### src/rtl/spi_wr_arbiter.sv
// Round-robin arbiter sharing one word-level SPI write engine between two requesters.
// Grants in IDLE, tracks the frame in ACTIVE with a timeout, then holds a CSN-high GAP.
module spi_wr_arbiter #(
    parameter int unsigned DW      = 16,
    parameter int unsigned GAP_CYC = 8,
    parameter int unsigned TO_CYC  = 4096
) (
    input  logic          sclk_i,
    input  logic          rst_i,
    input  logic          req0_i,
    input  logic [DW-1:0] data0_i,
    output logic          ack0_o,
    input  logic          req1_i,
    input  logic [DW-1:0] data1_i,
    output logic          ack1_o,
    output logic          eng_start_o,
    output logic [DW-1:0] eng_data_o,
    input  logic          eng_busy_i,
    input  logic          eng_done_i,
    output logic          busy_o,
    output logic          grant_id_o,
    output logic          timeout_err_o
);

    localparam int unsigned TW = $clog2(TO_CYC);
    localparam int unsigned GW = (GAP_CYC > 1) ? $clog2(GAP_CYC) : 1;

    typedef enum logic [1:0] {
        IDLE   = 2'd0,
        ACTIVE = 2'd1,
        GAP    = 2'd2
    } state_t;

    state_t        state_q, state_d;
    logic          last_grant_q, last_grant_d;
    logic          grant_id_q, grant_id_d;
    logic          ack0_q, ack0_d;
    logic          ack1_q, ack1_d;
    logic          eng_start_q, eng_start_d;
    logic [DW-1:0] eng_data_q, eng_data_d;
    logic          busy_q, busy_d;
    logic          timeout_q, timeout_d;
    logic [TW-1:0] to_cnt_q, to_cnt_d;
    logic [GW-1:0] gap_cnt_q, gap_cnt_d;
    logic          winner;

    always_comb begin
        state_d      = state_q;
        last_grant_d = last_grant_q;
        grant_id_d   = grant_id_q;
        ack0_d       = 1'b0;
        ack1_d       = 1'b0;
        eng_start_d  = 1'b0;
        eng_data_d   = eng_data_q;
        timeout_d    = timeout_q;
        to_cnt_d     = to_cnt_q;
        gap_cnt_d    = gap_cnt_q;
        winner       = 1'b0;

        case (state_q)
            IDLE: begin
                if ((req0_i || req1_i) && !eng_busy_i) begin
                    // A tie goes to whoever did not own the previous frame.
                    if (req0_i && req1_i) winner = ~last_grant_q;
                    else                  winner = req1_i;
                    eng_data_d   = winner ? data1_i : data0_i;
                    grant_id_d   = winner;
                    last_grant_d = winner;
                    ack0_d       = ~winner;
                    ack1_d       = winner;
                    eng_start_d  = 1'b1;
                    to_cnt_d     = '0;
                    state_d      = ACTIVE;
                end
            end
            ACTIVE: begin
                if (eng_done_i) begin
                    to_cnt_d  = '0;
                    gap_cnt_d = '0;
                    state_d   = GAP;
                end else if (to_cnt_q == TW'(TO_CYC - 1)) begin
                    timeout_d = 1'b1;
                    to_cnt_d  = '0;
                    gap_cnt_d = '0;
                    state_d   = GAP;
                end else begin
                    to_cnt_d = to_cnt_q + 1'b1;
                end
            end
            GAP: begin
                if (gap_cnt_q == GW'(GAP_CYC - 1)) begin
                    gap_cnt_d = '0;
                    state_d   = IDLE;
                end else begin
                    gap_cnt_d = gap_cnt_q + 1'b1;
                end
            end
            default: state_d = IDLE;
        endcase

        busy_d = (state_d != IDLE);
    end

    always_ff @(posedge sclk_i) begin
        if (rst_i) begin
            state_q      <= IDLE;
            last_grant_q <= 1'b1;
            grant_id_q   <= 1'b0;
            ack0_q       <= 1'b0;
            ack1_q       <= 1'b0;
            eng_start_q  <= 1'b0;
            eng_data_q   <= '0;
            busy_q       <= 1'b0;
            timeout_q    <= 1'b0;
            to_cnt_q     <= '0;
            gap_cnt_q    <= '0;
        end else begin
            state_q      <= state_d;
            last_grant_q <= last_grant_d;
            grant_id_q   <= grant_id_d;
            ack0_q       <= ack0_d;
            ack1_q       <= ack1_d;
            eng_start_q  <= eng_start_d;
            eng_data_q   <= eng_data_d;
            busy_q       <= busy_d;
            timeout_q    <= timeout_d;
            to_cnt_q     <= to_cnt_d;
            gap_cnt_q    <= gap_cnt_d;
        end
    end

    assign ack0_o        = ack0_q;
    assign ack1_o        = ack1_q;
    assign eng_start_o   = eng_start_q;
    assign eng_data_o    = eng_data_q;
    assign busy_o        = busy_q;
    assign grant_id_o    = grant_id_q;
    assign timeout_err_o = timeout_q;

endmodule

### config.mk
export PLATFORM = sky130hd
export DESIGN_NAME = spi_wr_arbiter
export DESIGN_NICKNAME = d
export VERILOG_FILES = /design/src/rtl/spi_wr_arbiter.sv
export SDC_FILE = /design/constraint.sdc
export NUM_CORES = 1
export LEC_CHECK = 0
export CORE_UTILIZATION = 49
export DETAILED_ROUTE_END_ITERATION = 10
export PLACE_DENSITY = 0.84
export SLEW_MARGIN = 10
export SYNTH_ARGS = -nofsm -noshare
export SYNTH_HDL_FRONTEND = slang
export SYNTH_SLANG_ARGS = --single-unit
export TNS_END_PERCENT = 100
### constraint.sdc
create_clock -name sclk_i -period 2.7 [get_ports sclk_i]
set_input_delay 0.405 -clock sclk_i [delete_from_list [all_inputs] [get_ports sclk_i]]
set_output_delay 0.405 -clock sclk_i [all_outputs]
set_load 0.05 [all_outputs]
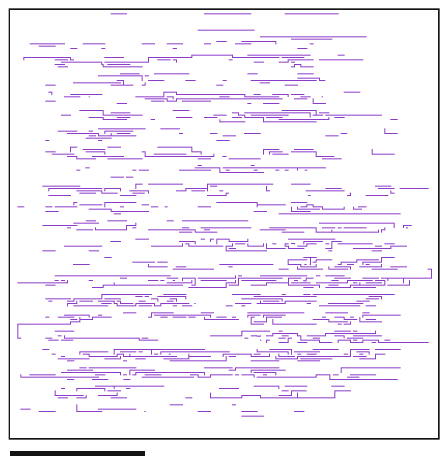
**Above:** run 1 (metal 1).
The bar under the picture is 20 µm long.
nets with wire on the layer = 261
longest straight run = 17.9 µm
wire length on this layer = 1880 µm
share of all routed wire = 45%
Vias: 1703
GR Util met1: 0.260
final wirelength: 4160 µm

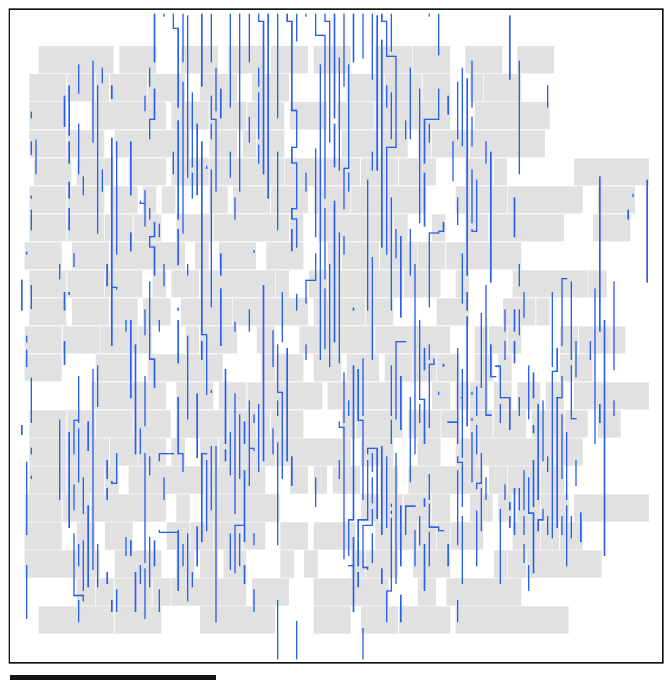
**Above:** run 1 (metal 2).
The bar under the picture is 20 µm long.
share of all routed wire = 46%
nets with wire on the layer = 249
main direction = vertical
wire length on this layer = 1930 µm
GR Layer Usage met2: 0.353

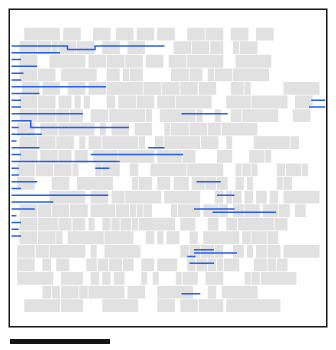
**Above:** run 1 (M3 wires).
The bar under the picture is 20 µm long.
share of all routed wire = 6.9%
wire length on this layer = 286 µm
grt met3 use: 0.0688

==> impl_metrics.json, run 1 <==
{
  "synthArstFlopShare": 0,
  "fin_skew_ns": 0.00591,
  "topCombFamilyByArea": "simple AND/OR/NAND/NOR gates",
  "pre_cts_slack_ns": 0.573,
  "hold_path_end": "grant_id_o$_SDFFE_PP0P_",
  "clkPwrFrac": 0.329,
  "aoi_share": 0.198,
  "ios": 60,
  "intPower_mw": 1.04,
  "wl_per_cell_um": 13.5,
  "worst_pin_slew_ns": 0.545,
  "clk_share": 0.0420,
  "num_rows": 21,
  "comb_area_frac": 0.376,
  "p_comb_frac": 0.228,
  "powerClk_mw": 0.478,
  "dr.pass1.iters": 4,
  "ys_warn_count": 0,
  "synth_dominant_cell_count": "dfxtp_1",
  "lay_top_count": "clkdlybuf4s50_1",
  "yosysTopAreaCellShare": 0.435,
  "comb_cells": 146,
  "root_buffer": "clkbuf_8",
  "top_usage_layer": "met2",
  "flops": 40,
  "synth-area-yosys_um2": 1840,
  "buffer_area_frac": 0.239,
  "status": "finished clean",
  "hold_path_depth": 2,
  "cp_cell_sequence": "clkdlybuf4s50_1",
  "finalMaxSlewViolations": 0,
  "cp_slowest_stage_delay_ns": 0.82,
  "netlist-cell-type-count": 42,
  "met2_length_um": 1930,
  "cts_hold_buffers": 0,
  "max_freq_mhz": 539,
  "hold_class": "register to register",
  "drtIter0Drc": 106,
  "ys_sh_xor": 0,
  "seq_share": 0.312,
  "cts_buffers": 5,
  "rsz0062_at_grt": "false",
  "cp_top_family": "buffers and inverters",
  "yosys_register_bits": 40,
  "synth_cells": 206,
  "die_area_um2": 4010,
  "drcViolationCount": 0
}
--- run 2 (diff from run 1) ---
CORE_UTILIZATION = 41   (was 49)
PLACE_DENSITY = 0.75   (was 0.84)
clock period = 1.7 ns   (was 2.7 ns; I/O delays follow)
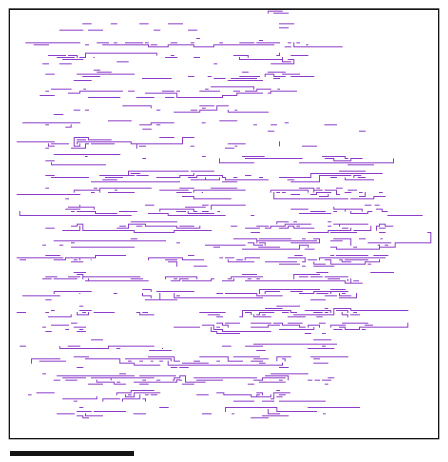
**Above:** run 2 (metal 1).
The bar under the picture is 20 µm long.
main direction = horizontal
share of all routed wire = 46%
nets with wire on the layer = 282
wire length on this layer = 1860 µm
longest straight run = 18.4 µm
final wirelength: 4050 µm
GR Util met1: 0.210
Vias: 1758

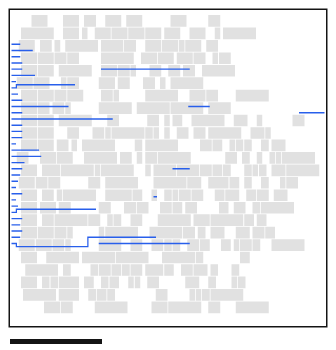
**Above:** run 2 (M3 wires).
The bar under the picture is 20 µm long.
share of all routed wire = 5.3%
nets with wire on the layer = 35
main direction = horizontal

==> impl_metrics.json, run 2 <==
{
  "worst_pin_slew_ns": 0.326,
  "seq_share": 0.299,
  "met2_length_um": 1930,
  "use_met3": 0.0614,
  "reg2reg_to": "to_cnt_q[10]$_SDFFE_PP0P_",
  "yosys_register_bits": 40,
  "comb_area_frac": 0.359,
  "grt.total_usage": 0.173,
  "gr-usage-met2": 0.285,
  "buffer_area_frac": 0.280,
  "ys_warn_count": 0,
  "wl_per_cell_um": 12.2,
  "synth.largest_area_cell": "dfxtp_1",
  "netlist-cell-type-count": 42,
  "hold_class": "register to register",
  "dr.pass1.iters": 4,
  "flops": 40,
  "crit_path_max_fanout": 5,
  "clk_share": 0.0289,
  "ys_sh_simple": 0.207,
  "finalMaxSlewViolations": 0,
  "p_comb_frac": 0.257,
  "comb_cells": 146,
  "powerClk_mw": 0.599,
  "topCombFamilyByArea": "simple AND/OR/NAND/NOR gates",
  "max_freq_mhz": 659,
  "drtIter0Drc": 100,
  "hold_path_depth": 2,
  "grt_pass1_wl_um": 6740,
  "n_all_buffers": 81,
  "hold_path_end": "grant_id_o$_SDFFE_PP0P_",
  "synthTopCellsByCount": "dfxtp_1, nor2_1, mux2i_1, a211oi_1, a21oi_1",
  "finalHoldViolCount": 0,
  "synth-area-yosys_um2": 1840,
  "synth.net_count": 247,
  "top_usage_layer": "met2",
  "cp_cell_sequence": "ha_1 > and3_1 > nand4_1 > or4_1 > a21oi_1",
  "aoi_share": 0.198,
  "drcViolationCount": 0,
  "yosysCellCount": 206,
  "ys_sh_xor": 0,
  "die_area_um2": 4760,
  "ys_sh_mux": 0.0924,
  "post_cts.repair.setup_buffers": 0,
  "cp_top_family": "simple AND/OR/NAND/NOR gates",
  "synth_cells": 206,
  "clkPwrFrac": 0.275,
  "grt_max_degree": 26,
  "cts_hold_buffers": 0,
  "cts_buffers": 5,
  "inv_count": 6,
  "num_rows": 24,
  "ios": 60,
  "cp_slowest_stage_delay_ns": 0.40,
  "synthArstFlopShare": 0,
  "status": "finished clean",
  "cp.required_ns": 1.92,
  "fin_skew_ns": 0.00591,
  "root_buffer": "clkbuf_8"
}
